## config.mk

```make
export PLATFORM = sky130hd
export DESIGN_NAME = switch_debounce_toggle_flat
export DESIGN_NICKNAME = d
export VERILOG_FILES = /design/src/rtl/switch_debounce_toggle_if.sv /design/src/rtl/switch_debounce_toggle.sv /design/src/flat_wrapper.sv
export SDC_FILE = /design/constraint.sdc
export NUM_CORES = 1
export LEC_CHECK = 0
export CAP_MARGIN = 40
export CORE_UTILIZATION = 37
export CTS_CLUSTER_DIAMETER = 80
export DETAILED_ROUTE_END_ITERATION = 10
export DONT_BUFFER_PORTS = 1
export GPL_ROUTABILITY_DRIVEN = 0
export PLACE_DENSITY = 0.54
export REMOVE_ABC_BUFFERS = 1
export SYNTH_ARGS = -nofsm -noshare
export SYNTH_HDL_FRONTEND = slang
export SYNTH_SLANG_ARGS = --single-unit
```

## constraint.sdc

```tcl
create_clock -name i_Clk -period 2.8 [get_ports i_Clk]
set_input_delay 0.56 -clock i_Clk [delete_from_list [all_inputs] [get_ports i_Clk]]
set_output_delay 0.56 -clock i_Clk [all_outputs]
set_load 0.1 [all_outputs]
```

## src/rtl/switch_debounce_toggle_if.sv

```systemverilog
`default_nettype none
// ============================================================================
//  Module      : switch_debounce_toggle_if
//  Description : Signal bundle between a raw board switch and its conditioner.
//                The slave side is the conditioner. The master side is the
//                switch source that consumes the conditioned outputs.
//  Revision    : 1.0 - initial release
// ============================================================================
interface switch_debounce_toggle_if #(
  parameter int COUNT_WIDTH = 8
);
  logic                   i_Switch;
  logic                   o_Switch_Debounced;
  logic                   o_Press_Pulse;
  logic                   o_Release_Pulse;
  logic                   o_LED;
  logic [COUNT_WIDTH-1:0] o_Press_Count;

  modport master (
    output i_Switch,
    input  o_Switch_Debounced,
    input  o_Press_Pulse,
    input  o_Release_Pulse,
    input  o_LED,
    input  o_Press_Count
  );

  modport slave (
    input  i_Switch,
    output o_Switch_Debounced,
    output o_Press_Pulse,
    output o_Release_Pulse,
    output o_LED,
    output o_Press_Count
  );
endinterface
`default_nettype wire

```

## src/rtl/switch_debounce_toggle.sv

```systemverilog
`default_nettype none
// ============================================================================
//  Module      : switch_debounce_toggle
//  Description : Synchronises and debounces one mechanical switch. Emits
//                one-cycle press/release pulses, a toggle-on-release LED
//                drive and a wrapping press counter.
//  Revision    : 1.0 - initial release
// ============================================================================
module switch_debounce_toggle #(
  parameter int DEBOUNCE_LIMIT = 250000,
  parameter int COUNT_WIDTH    = 8
) (
  input  wire logic              i_Clk,
  input  wire logic              i_Rst,
  switch_debounce_toggle_if.slave sw_if
);

  // Width is just enough to hold DEBOUNCE_LIMIT-1, which is the terminal count.
  localparam int                c_CNT_W    = $clog2(DEBOUNCE_LIMIT);
  localparam logic [c_CNT_W-1:0] c_LIMIT_M1 = c_CNT_W'(DEBOUNCE_LIMIT - 1);

  logic                   r_sync1;
  logic                   r_sync2;
  logic [c_CNT_W-1:0]     r_stable_cnt;
  logic                   r_debounced;
  logic                   r_press_pulse;
  logic                   r_release_pulse;
  logic                   r_led;
  logic [COUNT_WIDTH-1:0] r_press_count;

  logic w_differs;
  logic w_accept;

  // The synchronised input disagrees with the accepted level and has held that
  // disagreement for the full window. The level is taken on this edge.
  assign w_differs = (r_sync2 != r_debounced);
  assign w_accept  = w_differs && (r_stable_cnt == c_LIMIT_M1);

  // Two-flop synchroniser that brings the asynchronous pin into the clock domain.
  always_ff @(posedge i_Clk) begin
    if (i_Rst) begin
      r_sync1 <= 1'b0;
      r_sync2 <= 1'b0;
    end else begin
      r_sync1 <= sw_if.i_Switch;
      r_sync2 <= r_sync1;
    end
  end

  // Stability counter. Any agreement clears it, so a bounce restarts the window.
  always_ff @(posedge i_Clk) begin
    if (i_Rst) begin
      r_stable_cnt <= '0;
      r_debounced  <= 1'b0;
    end else if (!w_differs || w_accept) begin
      r_stable_cnt <= '0;
      if (w_accept) begin
        r_debounced <= r_sync2;
      end
    end else begin
      r_stable_cnt <= r_stable_cnt + 1'b1;
    end
  end

  // Edge pulses, LED toggle and press count, all registered on the flip edge.
  always_ff @(posedge i_Clk) begin
    if (i_Rst) begin
      r_press_pulse   <= 1'b0;
      r_release_pulse <= 1'b0;
      r_led           <= 1'b0;
      r_press_count   <= '0;
    end else begin
      r_press_pulse   <= w_accept &&  r_sync2;
      r_release_pulse <= w_accept && !r_sync2;
      if (w_accept && r_sync2) begin
        r_press_count <= r_press_count + 1'b1;
      end
      if (w_accept && !r_sync2) begin
        r_led <= ~r_led;
      end
    end
  end

  assign sw_if.o_Switch_Debounced = r_debounced;
  assign sw_if.o_Press_Pulse      = r_press_pulse;
  assign sw_if.o_Release_Pulse    = r_release_pulse;
  assign sw_if.o_LED              = r_led;
  assign sw_if.o_Press_Count      = r_press_count;

endmodule
`default_nettype wire

```

## src/flat_wrapper.sv

```systemverilog
// flat-port wrapper written by rule: the top's interface ports become plain ports
module switch_debounce_toggle_flat 
#(
  parameter int DEBOUNCE_LIMIT = 250000,
  parameter int COUNT_WIDTH    = 8
)
  (i_Clk, i_Rst, sw_if_i_Switch, sw_if_o_Switch_Debounced, sw_if_o_Press_Pulse, sw_if_o_Release_Pulse, sw_if_o_LED, sw_if_o_Press_Count);
  switch_debounce_toggle_if #(.COUNT_WIDTH(COUNT_WIDTH)) sw_if_i ();
  input  wire logic i_Clk;
  input  wire logic i_Rst;
  input wire logic [$bits(sw_if_i.i_Switch)-1:0] sw_if_i_Switch;
  output wire logic [$bits(sw_if_i.o_Switch_Debounced)-1:0] sw_if_o_Switch_Debounced;
  output wire logic [$bits(sw_if_i.o_Press_Pulse)-1:0] sw_if_o_Press_Pulse;
  output wire logic [$bits(sw_if_i.o_Release_Pulse)-1:0] sw_if_o_Release_Pulse;
  output wire logic [$bits(sw_if_i.o_LED)-1:0] sw_if_o_LED;
  output wire logic [$bits(sw_if_i.o_Press_Count)-1:0] sw_if_o_Press_Count;
  assign sw_if_i.i_Switch = sw_if_i_Switch;
  assign sw_if_o_Switch_Debounced = sw_if_i.o_Switch_Debounced;
  assign sw_if_o_Press_Pulse = sw_if_i.o_Press_Pulse;
  assign sw_if_o_Release_Pulse = sw_if_i.o_Release_Pulse;
  assign sw_if_o_LED = sw_if_i.o_LED;
  assign sw_if_o_Press_Count = sw_if_i.o_Press_Count;
  switch_debounce_toggle #(.DEBOUNCE_LIMIT(DEBOUNCE_LIMIT), .COUNT_WIDTH(COUNT_WIDTH)) u_core (.i_Clk(i_Clk), .i_Rst(i_Rst), .sw_if(sw_if_i));
endmodule
```

### Where the registers sit, run 1

Drawn at 8 px/µm.
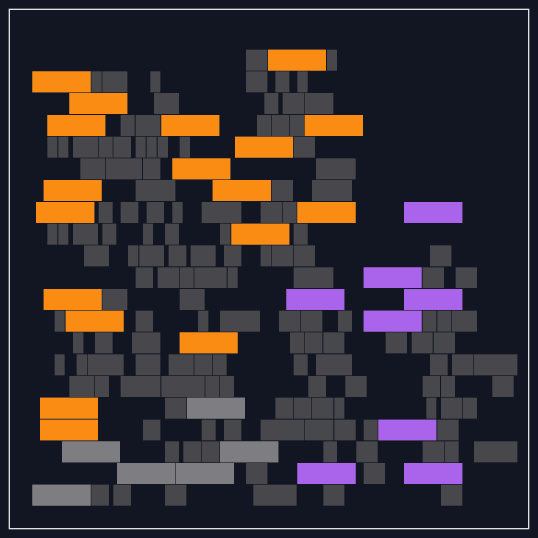
[u_core.r_stable_cnt] orange | placed flops: 18
[u_core.sw_if.o_Press_Count] purple | placed flops: 8
not coloured: 6
register area: 641 µm²
sequential cell area share: 37.5%

### Metal 2, run 1

Drawn at 4 px/µm.
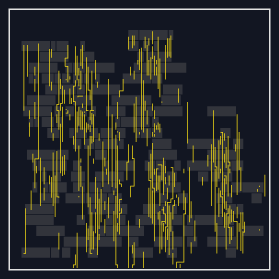
share of all routed wire: 48%
main direction: vertical
nets with wire on the layer: 155

==> results_slide.txt, run 1 <==
Implementation Results

Min path
  • Cells on Worst Hold Path: 1
  • Hold WC Path Type: in2reg

CTS
  • CTS Sinks: 32
  • Post-CTS Resized: 0
  • CTS tree: done
  • Max clock buf depth: 2

Setup path
  • Worst r2r dst: u_core.r_stable_cnt[5]
  • R2R Setup Slk: 0.63 ns
  • Stages on worst setup path: 5
  • R2r startpoint: u_core.r_stable_cnt[0]
  • Worst Setup SP: u_core.r_stable_cnt[0]
  • Worst-path cell chain: ha_1, nand3_2, or4_4, o21ai_2, nor2_1
  • Crit path launch type: register
  • CP Class: reg2reg
  • Critical path's slowest cell: o21ai_2
  • Critical path data required time: between 2 and 3 ns

Layout
  • Multi-In Gates: 118
  • Max reg flops: 18
  • Synthesis-to-layout area growth: 17.3%
  • Most flops, register: u_core.r_stable_cnt
  • Antenna diodes: 0
  • Final core occ: 46.0%

Pwr
  • Clk pwr share: 43.5%
  • Combinational power share: 0.7%
  • Pwr top: registers
  • Clock net power: 357 µW
  • Final Power: 821 µW

Place
  • IO Port Bufs: 0
  • Inst Count DP: 215
  • Worst slack, placed: around 0.61 ns

Logic synthesis
  • Post-synthesis mux area share: 0%
  • Main logic family after synthesis: simple AND/OR/NAND/NOR gates
  • Post-synth seq share: a little over two fifths
  • #FFs+latches synth: 32

Final timing
  • Max Clock Freq: 461 MHz
  • Setup slack after layout: 0.631 ns
  • Tmin final: 2.17 ns
  • Rel. slew slack: between 50 and 60%

Run
  • Tool warning count: 25

Routing
  • Post-route ant nets: 0
  • Total Wirelength: 3040 µm

Global route
  • Wire length of the first global-routing pass: 5570 µm

Floorplan
  • Die area: 4190 µm²

Run status
  • Status: finished, final reports clean
### Routing congestion map, run 1

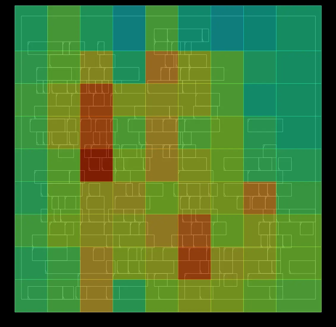
GRT Total Usage: 17.3%
routing usage on met1: 20.5%
Top Usage Layer GRT: met2

-- run 1: layer usage --
layer,track usage [%],wire [µm],vias to the layer above
met1,20.5,1410,585
met4,8.89,62,0
li1,-,-,624
met5,0,0,-
met3,4.93,113,8
met2,28.1,1450,29
-- run 1: synthesized netlist by cell type (all sizes together) --
library cell	n	share of area, %
a21oi	16	5.5
and2	2	0.86
and3	1	0.43
and4	3	1.8
and4b	1	0.69
buf	2	1.1
clkbuf	5	1.4
dfxtp	32	44
ha	2	1.7
inv	4	1.0
nand2	8	2.1
nand2b	3	1.8
nand3	8	3.4
nand4	8	3.9
nor2	13	3.4
nor2b	3	1.3
nor3	2	0.69
nor4	6	2.6
o21ai	3	1.3
o31ai	13	6.7
or3	2	0.86
or4	13	7.0
xnor2	5	3.0
xor2	6	3.6
==> run 1 -> run 2 <==
==> constraint.sdc (replaced) <==
create_clock -name i_Clk -period 2.01 [get_ports i_Clk]
set_input_delay 0.402 -clock i_Clk [delete_from_list [all_inputs] [get_ports i_Clk]]
set_output_delay 0.402 -clock i_Clk [all_outputs]
set_load 0.1 [all_outputs]
### Where the registers sit, run 2

Drawn at 8 px/µm.
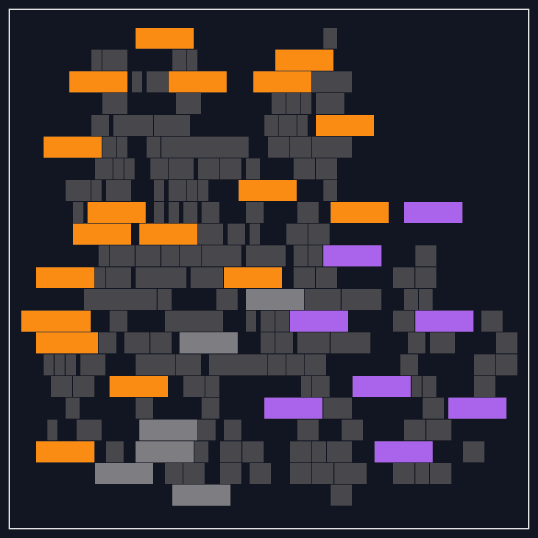
[u_core.r_stable_cnt] orange | placed flops: 18
[u_core.sw_if.o_Press_Count] purple | placed flops: 8
final core occ: 49.6%
register area: 646 µm²
sequential cell area share: 35.0%

==> run 2 against run 1 <==
Synthesized area is the same. First-iteration DRC count increased by 68%. Fmax increased by 14%. Global-route usage grew 1.3 points. Sequential share of layout area is 2.5 points lower. Die area unchanged. Final area up 8.0%. Utilization is 3.7 points higher. Largest power group is now the clock network. Hold slack got worse by 0.18 ns. Flip-flop count is the same. Sequential power is 39% higher. Critical path type unchanged. Clock power is about 90% higher. Largest cell class unchanged.
==> results_slide.txt, run 2 <==
Implementation Results

Pwr
  • Clock net power: 679 µW (+90%)
  • Pwr top: the clock network

Layout
  • Max reg flops: 18 (unchanged)
  • Multi-In Gates: 119 (+0.85%)
  • Most flops, register: u_core.r_stable_cnt

Setup path
  • Worst Setup SP: u_core.r_stable_cnt[1]
  • Critical path data required time: 2.24 ns (-0.69 ns)
  • CP Class: reg2reg
  • Stages on worst setup path: 6 (+1)

CTS
  • CTS tree: done
  • Max clock buf depth: 2 (unchanged)

Run status
  • Status: finished, final reports clean

Routing
  • Top layer in use: met4
  • Total Wirelength: 3360 µm (+11%)
  • Routed met2 length: 1680 µm (+16%)
  • WL met3: 114 µm (+0.88%)

Logic synthesis
  • Top FF cell, synth: dfxtp_1
  • Most common cell in the synthesized netlist: dfxtp_1
  • Main logic family after synthesis: simple AND/OR/NAND/NOR gates
  • Number of enable flip-flop cells: 0 (unchanged)
  • Area leader, netlist: dfxtp_1
  • Top cells by count, synth: dfxtp_1 (32), a21oi_1 (16), nor2_1 (13), o31ai_1 (13), or4_1 (12)

Global route
  • Wire length of the first global-routing pass: 5820 µm (+4.6%)
  • GRT met2 Usage: 31.3% (+3.1 points)
run 2: netlist changes by cell type in the layout (fill, tap and decap cells not counted), sizes merged:
| cell | change |
|---|---|
| buf | +9 |
| clkinv | -2 |
| bufinv | +1 |
| clkbuf | +1 |
| or4 | +1 |
run 2: metrics by stage:
| step | total power, µW | hold slack, ns | cells | worst slack, ns |
|---|---|---|---|---|
| after floorplan | 658 | 0.414 | 154 | -0.0731 |
| after global placement | 664 | 0.421 | 220 | 0.0788 |
| after detailed placement | 664 | 0.436 | 220 | -0.0209 |
| after CTS | 1340 | 0.166 | 232 | -0.00911 |
| after global routing | 1380 | 0.155 | 233 | 0.00564 |
| final | 1330 | 0.167 | 233 | 0.102 |
==> run 2 -> run 3 <==
--- a/config.mk
+++ b/config.mk
@@ -5,6 +5,7 @@
 export SDC_FILE = /design/constraint.sdc
 export NUM_CORES = 1
 export LEC_CHECK = 0
+export ABC_CLOCK_PERIOD_IN_PS = 2009
 export CAP_MARGIN = 40
 export CORE_UTILIZATION = 37
 export CTS_CLUSTER_DIAMETER = 80
### Metal 2, run 3

Drawn at 4 px/µm.
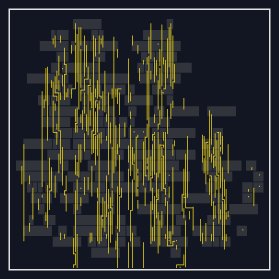
wire length on this layer: 1680 µm
longest straight run: 34.0 µm
nets with wire on the layer: 169
share of all routed wire: 50%
via count: 1312
GRT met2 Usage: 31.3%
Total Wirelength: 3360 µm

==> run 3 against run 2 <==
Largest power group unchanged. Die area unchanged. Synthesized cell count did not move. Routed wire length unchanged. Critical path depth stayed put.
==> results_slide.txt, run 3 <==
Implementation Results

Run status
  • Status: finished, final reports clean

Pwr
  • Sw frac: about a fifth
  • Final Power: 1330 µW (unchanged)
  • Pwr top: the clock network
  • Clock net power: 679 µW (about the same)

Logic synthesis
  • Post-synthesis xor/xnor area fraction: 6.62%
  • Cell Type Count: 31
  • Area leader, netlist: dfxtp_1
  • Top FF cell, synth: dfxtp_1
  • Most common cell in the synthesized netlist: dfxtp_1
  • Total of warnings raised by yosys: 0
  • Top cells by count, synth: dfxtp_1 (32), a21oi_1 (16), nor2_1 (13), o31ai_1 (13), or4_1 (12)
  • Main logic family after synthesis: simple AND/OR/NAND/NOR gates
  • Adder share: 1.72%

Setup path
  • CP Buf/Inv Count: 1
  • Critical path data required time: 2.24 ns (about the same)
  • Crit path launch type: register
  • Stages on worst setup path: 6 (unchanged)
  • CP Class: reg2reg

Layout
  • Tally of non-filler cells in the final layout: 233 (unchanged)
  • Max reg flops: 18 (unchanged)
  • Most flops, register: u_core.r_stable_cnt
  • Antenna diodes: 0
  • Register area: 646 µm² (unchanged)
  • Multi-In Gates: 119 (unchanged)
  • Sequential cell area share: 35.0% (unchanged)
  • Layout cell share with drive strength beyond 1: 23.2%
  • Final core occ: 49.6% (unchanged)

Floorplan
  • Die area: 4190 µm²
  • CORE AREA: 3720 µm²

CTS
  • CTS Sinks: 32
  • Skew-Pair Late Insertion Delay: 0.29 ns
  • Max clock buf depth: 2 (unchanged)

Final timing
  • Hold slack: 0.167 ns (unchanged)
  • Setup slack after layout: 0.102 ns (unchanged)
  • Crit share post-route: 94.9%

Global route
  • Grt ovf: 0
  • GRT Total Usage: 18.6%
  • Wire length of the first global-routing pass: 5820 µm (unchanged)

Place
  • IO Port Bufs: 0
  • Inst Count DP: 220 (unchanged)
  • Worst slack, placed: -0.0209 ns (unchanged)
[run 3: worst paths after layout]
kind	from	endpoint	slack (ns)
setup / recovery	u_core.r_stable_cnt[1]	u_core.sw_if.o_Press_Count[4]	0.10
hold / removal	i_Rst	u_core.sw_if.o_Press_Count[4]	0.17
setup reg to reg	u_core.r_stable_cnt[1]	u_core.sw_if.o_Press_Count[4]	0.10
hold reg to reg	u_core.r_sync1	u_core.r_sync2	0.45
[run 3: what timing repair did]
item,4_1_cts,5_1_grt
gates resized,9,2
setup endpoints to repair,3,8
pin swaps,3,2
setup buffers,3,1
cloned,1,0
[run 3: routing by layer]
layer / global-route usage [%] / routed length, µm / share of wire (%)
met5: 0 / 0 / 0
met4: 8.89 / 58 / 1.7
met3: 5.81 / 114 / 3.4
met2: 31.3 / 1680 / 50
met1: 21.2 / 1510 / 45

==> notes/layouts.md <==
Pictures saved along the way, in no particular order.

Close-up of the layout.
Region (12, 25) to (52, 65) µm. Cells in grey, sequential cells in the stronger grey; small squares are vias.
Plate I
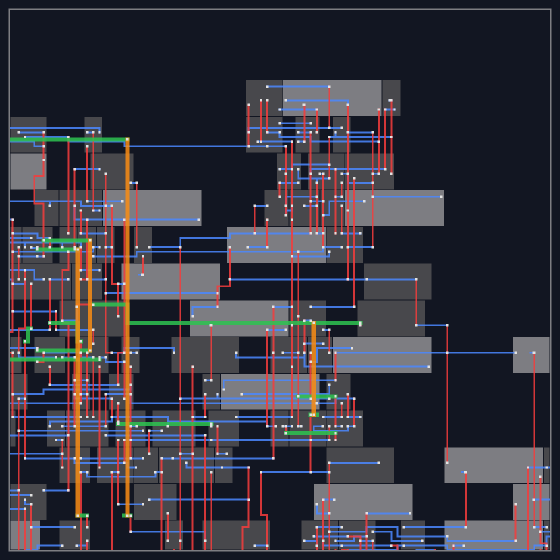
Plate II
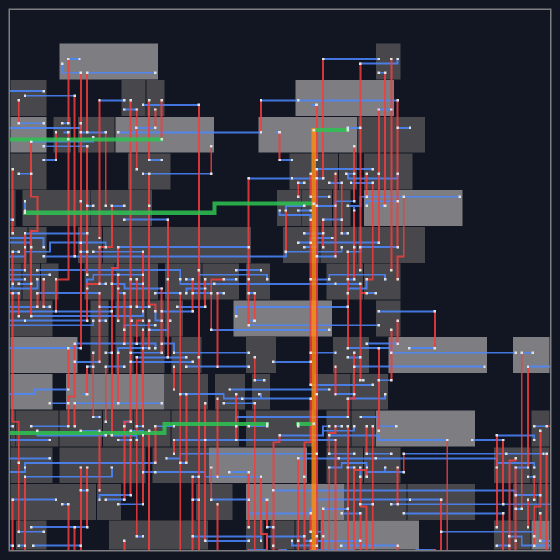
Plate II comes from run 2.
Plate I comes from run 1.

Key to Plate I:
[met2] red
[met3] green
[met1] blue
[met4] orange
sequential cells in the window: 11
most frequent: dfxtp_1 (11), nand2_1 (6), a21oi_1 (6)
netlist names of flops here include: u_core.r_stable_cnt (8), u_core.sw_if.o_Press_Count (3)
cells with their middle in the window: 72

Power and IR drop assume default switching activity.
